--- src/rtl/alu_issue_ctrl_pkg.sv ---
// Shared encodings for the ALU issue controller: opcodes, R-type opexts,
// FSM state codes, PSR flag bit positions and the decode class bundle.
package alu_issue_ctrl_pkg;

  localparam logic [3:0] OP_RTYPE = 4'b0000;
  localparam logic [3:0] OP_CMP   = 4'b0011;
  localparam logic [3:0] OP_ADDI  = 4'b0101;
  localparam logic [3:0] OP_ADDUI = 4'b0110;
  localparam logic [3:0] OP_MOVIU = 4'b0111;
  localparam logic [3:0] OP_MOVI  = 4'b1000;
  localparam logic [3:0] OP_SUBI  = 4'b1001;
  localparam logic [3:0] OP_CMPI  = 4'b1011;
  localparam logic [3:0] OP_RSHI  = 4'b1110;

  localparam logic [3:0] EXT_AND  = 4'b0001;
  localparam logic [3:0] EXT_OR   = 4'b0010;
  localparam logic [3:0] EXT_XOR  = 4'b0011;
  localparam logic [3:0] EXT_ADD  = 4'b0101;
  localparam logic [3:0] EXT_ADDU = 4'b0110;
  localparam logic [3:0] EXT_SUB  = 4'b1001;
  localparam logic [3:0] EXT_MOV  = 4'b1101;
  localparam logic [3:0] EXT_RSH  = 4'b1110;

  localparam logic [1:0] ST_IDLE = 2'd0;
  localparam logic [1:0] ST_READ = 2'd1;
  localparam logic [1:0] ST_EXEC = 2'd2;
  localparam logic [1:0] ST_WB   = 2'd3;

  localparam int unsigned FLAG_C = 4;
  localparam int unsigned FLAG_L = 3;
  localparam int unsigned FLAG_F = 2;
  localparam int unsigned FLAG_Z = 1;
  localparam int unsigned FLAG_N = 0;

  typedef struct packed {
    logic is_imm;
    logic imm_signed;
    logic swap_ab;
    logic writes;
    logic sets_flags;
  } op_class_t;

  function automatic logic [15:0] imm_ext(
    input logic [7:0] imm,
    input logic       sgn
  );
    return sgn ? {{8{imm[7]}}, imm} : {8'h00, imm};
  endfunction

endpackage

--- src/rtl/alu_issue_ctrl_classify.sv ---
// Combinational decode of opcode/opext into operand-routing and side-effect class.
// Ports: i_opcode, i_opext in; o_cls (is_imm, imm_signed, swap_ab, writes, sets_flags) out.
module alu_op_classify
  import alu_issue_ctrl_pkg::*;
(
  input  logic [3:0] i_opcode,
  input  logic [3:0] i_opext,
  output op_class_t  o_cls
);

  always_comb begin
    o_cls = '0;
    case (i_opcode)
      OP_RTYPE: begin
        case (i_opext)
          EXT_ADD, EXT_ADDU, EXT_SUB: begin
            o_cls.writes     = 1'b1;
            o_cls.sets_flags = 1'b1;
          end
          EXT_AND, EXT_OR, EXT_XOR,
          EXT_MOV, EXT_RSH: begin
            o_cls.writes = 1'b1;
          end
          // opext 0000 is NOP; other opexts are undefined
          default: ;
        endcase
      end
      OP_CMP: begin
        o_cls.sets_flags = 1'b1;
      end
      OP_ADDI, OP_SUBI: begin
        o_cls.is_imm     = 1'b1;
        o_cls.imm_signed = 1'b1;
        o_cls.writes     = 1'b1;
        o_cls.sets_flags = 1'b1;
      end
      OP_CMPI: begin
        o_cls.is_imm     = 1'b1;
        o_cls.imm_signed = 1'b1;
        o_cls.sets_flags = 1'b1;
      end
      OP_ADDUI: begin
        o_cls.is_imm     = 1'b1;
        o_cls.writes     = 1'b1;
        o_cls.sets_flags = 1'b1;
      end
      OP_MOVI, OP_RSHI: begin
        o_cls.is_imm = 1'b1;
        o_cls.writes = 1'b1;
      end
      OP_MOVIU: begin
        o_cls.swap_ab = 1'b1;
        o_cls.writes  = 1'b1;
      end
      default: ;
    endcase
  end

endmodule

--- src/rtl/alu_issue_ctrl.sv ---
// Issues one instruction at a time to an external ALU/register file:
// IDLE -> READ (operand fetch) -> EXEC (ALU) -> WB (write back, PSR, retire).
// Ports: inst handshake in; ra/rb addr out, data in; alu_a/b/opcode/opext out,
// alu_s/clfzn in; wb_en/addr/data out; psr_clfzn and retired counter out.
module alu_issue_ctrl
  import alu_issue_ctrl_pkg::*;
#(
  parameter int REG_AW = 4,
  parameter int CNT_W  = 16
) (
  input  logic              clk,
  input  logic              reset,
  input  logic              inst_valid,
  output logic              inst_ready,
  input  logic [15:0]       inst,
  output logic [REG_AW-1:0] ra_addr,
  output logic [REG_AW-1:0] rb_addr,
  input  logic [15:0]       ra_data,
  input  logic [15:0]       rb_data,
  output logic [15:0]       alu_a,
  output logic [15:0]       alu_b,
  output logic [3:0]        alu_opcode,
  output logic [3:0]        alu_opext,
  input  logic [15:0]       alu_s,
  input  logic [4:0]        alu_clfzn,
  output logic              wb_en,
  output logic [REG_AW-1:0] wb_addr,
  output logic [15:0]       wb_data,
  output logic [4:0]        psr_clfzn,
  output logic [CNT_W-1:0]  retired
);

  logic [1:0]       r_state;
  logic [15:0]      r_inst;
  logic [15:0]      r_a;
  logic [15:0]      r_b;
  logic [15:0]      r_s;
  logic [4:0]       r_fl;
  logic [4:0]       r_psr;
  logic [CNT_W-1:0] r_ret;

  op_class_t   w_cls;
  logic [15:0] w_a;
  logic [15:0] w_b;

  alu_op_classify u_cls (
    .i_opcode (r_inst[15:12]),
    .i_opext  (r_inst[7:4]),
    .o_cls    (w_cls)
  );

  // MOVIU keeps Rdest in A so the ALU can merge the low byte from B
  always_comb begin
    w_a = ra_data;
    w_b = rb_data;
    if (w_cls.swap_ab) begin
      w_a = rb_data;
      w_b = {8'h00, r_inst[7:0]};
    end else if (w_cls.is_imm) begin
      w_a = imm_ext(r_inst[7:0], w_cls.imm_signed);
    end
  end

  always_ff @(posedge clk or posedge reset) begin
    if (reset) begin
      r_state <= ST_IDLE;
      r_inst  <= '0;
      r_a     <= '0;
      r_b     <= '0;
      r_s     <= '0;
      r_fl    <= '0;
      r_psr   <= '0;
      r_ret   <= '0;
    end else begin
      case (r_state)
        ST_IDLE: begin
          if (inst_valid) begin
            r_inst  <= inst;
            r_state <= ST_READ;
          end
        end
        ST_READ: begin
          r_a     <= w_a;
          r_b     <= w_b;
          r_state <= ST_EXEC;
        end
        ST_EXEC: begin
          r_s     <= alu_s;
          r_fl    <= alu_clfzn;
          r_state <= ST_WB;
        end
        ST_WB: begin
          if (w_cls.sets_flags) r_psr <= r_fl;
          r_ret   <= r_ret + CNT_W'(1);
          r_state <= ST_IDLE;
        end
        default: r_state <= ST_IDLE;
      endcase
    end
  end

  assign inst_ready = (r_state == ST_IDLE);
  assign ra_addr    = r_inst[REG_AW-1:0];
  assign rb_addr    = r_inst[8 +: REG_AW];
  assign alu_a      = r_a;
  assign alu_b      = r_b;
  assign alu_opcode = r_inst[15:12];
  assign alu_opext  = r_inst[7:4];
  assign wb_en      = (r_state == ST_WB) && w_cls.writes;
  assign wb_addr    = r_inst[8 +: REG_AW];
  assign wb_data    = r_s;
  assign psr_clfzn  = r_psr;
  assign retired    = r_ret;

endmodule

--- config.mk ---
export PLATFORM = sky130hd
export DESIGN_NAME = alu_issue_ctrl
export DESIGN_NICKNAME = d
export VERILOG_FILES = /design/src/rtl/alu_issue_ctrl_pkg.sv /design/src/rtl/alu_issue_ctrl_classify.sv /design/src/rtl/alu_issue_ctrl.sv
export SDC_FILE = /design/constraint.sdc
export NUM_CORES = 1
export LEC_CHECK = 0
export CAP_MARGIN = 20
export CORE_MARGIN = 5
export CORE_UTILIZATION = 40
export DETAILED_ROUTE_END_ITERATION = 10
export PLACE_DENSITY = 0.77
export SETUP_SLACK_MARGIN = 0.02
export SKIP_LAST_GASP = 1
export SLEW_MARGIN = 30
export SYNTH_ARGS = -nofsm -noshare
export SYNTH_HDL_FRONTEND = slang
export SYNTH_HIERARCHICAL = 1
export SYNTH_SLANG_ARGS = --single-unit
--- constraint.sdc ---
create_clock -name clk -period 3.4 [get_ports clk]
set_input_delay 1.02 -clock clk [delete_from_list [all_inputs] [get_ports clk]]
set_output_delay 1.02 -clock clk [all_outputs]
set_load 0.005 [all_outputs]
Fig. 1: placed cells, one color a class
Bar = 20 µm.
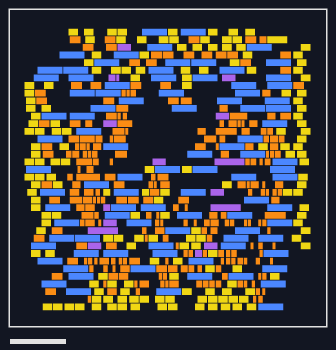
class	color	cells	share of their area
sequential cells	blue	92	38%
remaining buffers and delay cells	yellow	165	28%
clock drivers and dummy loads	purple	16	4.0%
combinational and other logic	orange	236	30%

Fig. 2: cell placement
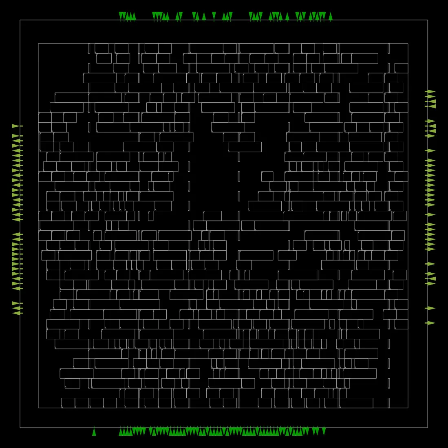
core area: 10300 µm²
flip-flops: 92
Final Core Density: 60.1%
cell row count: 37
fillcell total: 907

Fig. 3: logic cells by family
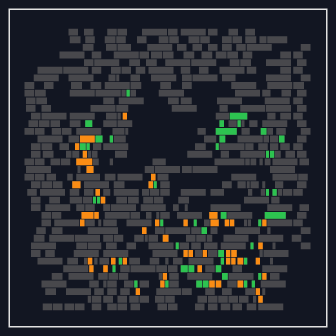
family	color	cells
nand cells	green	45
aoi and oai cells	orange	48

==> impl_metrics.tcl <==
# collected from the flow reports
set metrics [dict create \
    ys_seq_share_pct 54.7 \
    slew_viol_final 0 \
    final_cells 645 \
    drc 0 \
    dr_total_vias 3203 \
    regToRegSetupSlack_ns 0.94 \
    simple_gate_area_share_pct 11.1 \
    antenna_found_initial 0 \
    hold_slack_ns 0.473 \
    top_area_cell "dfrtp_1" \
    wire_per_inst_um 16.7 \
    synthArstFlopShare_pct 100 \
    cts_root_buf "clkbuf_8" \
    comb_share_pct 28.2 \
    synth.distinct_cells 41 \
    holdBufCountCts 0 \
    dpl.hpwl_um 7950 \
    total_power_uw 5510 \
    comb_power_share_pct 47.2 \
    met3_usage_pct 3.50 \
    max_slew_margin_pct 32.1 \
    final_cell_mix "clkdlybuf4s50_1, dfrtp_1, mux2_2" \
    finalHoldViolCount 0 \
    worst_pin_slew_ns 1.02 \
    p_clk_uw 880 \
    final-clk-cell-share_pct 3.89 \
    placedCellCount 629 \
    p_per_area_nw_per_um2 891 \
    cts_resized 0 \
    postCtsSetupBuffers 0 \
    ys_cells 348 \
    topCellsByArea "dfrtp_1, mux2_2, mux2i_1, xor2_1, o21ai_0" \
    status "complete, no violations" \
    worstReg2RegStart "r_inst[14]" \
    min_period_ns 3.13 \
    clk_latency_ns 0.35 \
    dieWidth_um 113 \
    crit_buf_inv 1 \
    globalRouteOverflowTotal 0 \
    rsz0062_at_grt "false" \
    first_pass_iters 5 \
    setup-tns-final_ns 0 \
    cap_viol_max_count 0 \
    cts_buffers 9 \
    setup_ws_ns 0.270 \
    grt_pass1_vias 3434 \
    use_met2_pct 29.4 \
    slowest_stage "dfrtp_1" \
    fp_util_pct 41.0 \
    cp-start-kind "flip-flop" \
    grt_max_degree 93 \
    regArea_um2 2300 \
    syn_to_final_growth_pct 46.7 \
    numClockSinks 92 \
    final_cell_area_um2 6180 \
    maxPowerGroup "combinational cells" \
    path_depth 5 \
    taps 136 \
    leakagePower_uw 0.00255 \
    dp_slack_ns 0.654 \
    drtIter0Drc 126 \
    top_cell_area_share_pct 54.7 \
    finalWeightedCongestion 0.775 \
    max_freq_mhz 320 \
    dieArea_um2 12700 \
    setup_violations 0 \
    cp.arrival_ns 2.11 \
    antenna_cells 0 \
    clockPowerShare_pct 16.0 \
    path_delay_family "flip-flops" \
    final_layout_size_suffix_gt1_share_pct 15.7 \
    syn_area_per_cell_um2 12.1 \
    ant_nets 0 \
    comb_cells 219 \
    io_pins 163 \
    portBuffers 162 \
    nonClkBufAreaFrac_pct 26.8 \
    cts_buffer_depth 2 \
    via_per_inst 4.97 \
    synth_top_flop_cell "dfrtp_1" \
    nNetsFinal 582 \
    path_cells "nor4b_4 > a311oi_1 > o21bai_1 > and2_1 > clkdlybuf4s50_1" \
    busiest_layer "met2" \
    peakVddDrop_uv 492 \
    p_seq_share_pct 36.8 \
    tool_warnings 30 \
    logic_family "multiplexers" \
    ys_sh_xor_pct 3.33 \
    grt_use_total_pct 17.0 \
    met3_wirelength_um 580 \
    worstHoldPathType "reg2reg" \
    comb_power_uw 2600 \
]
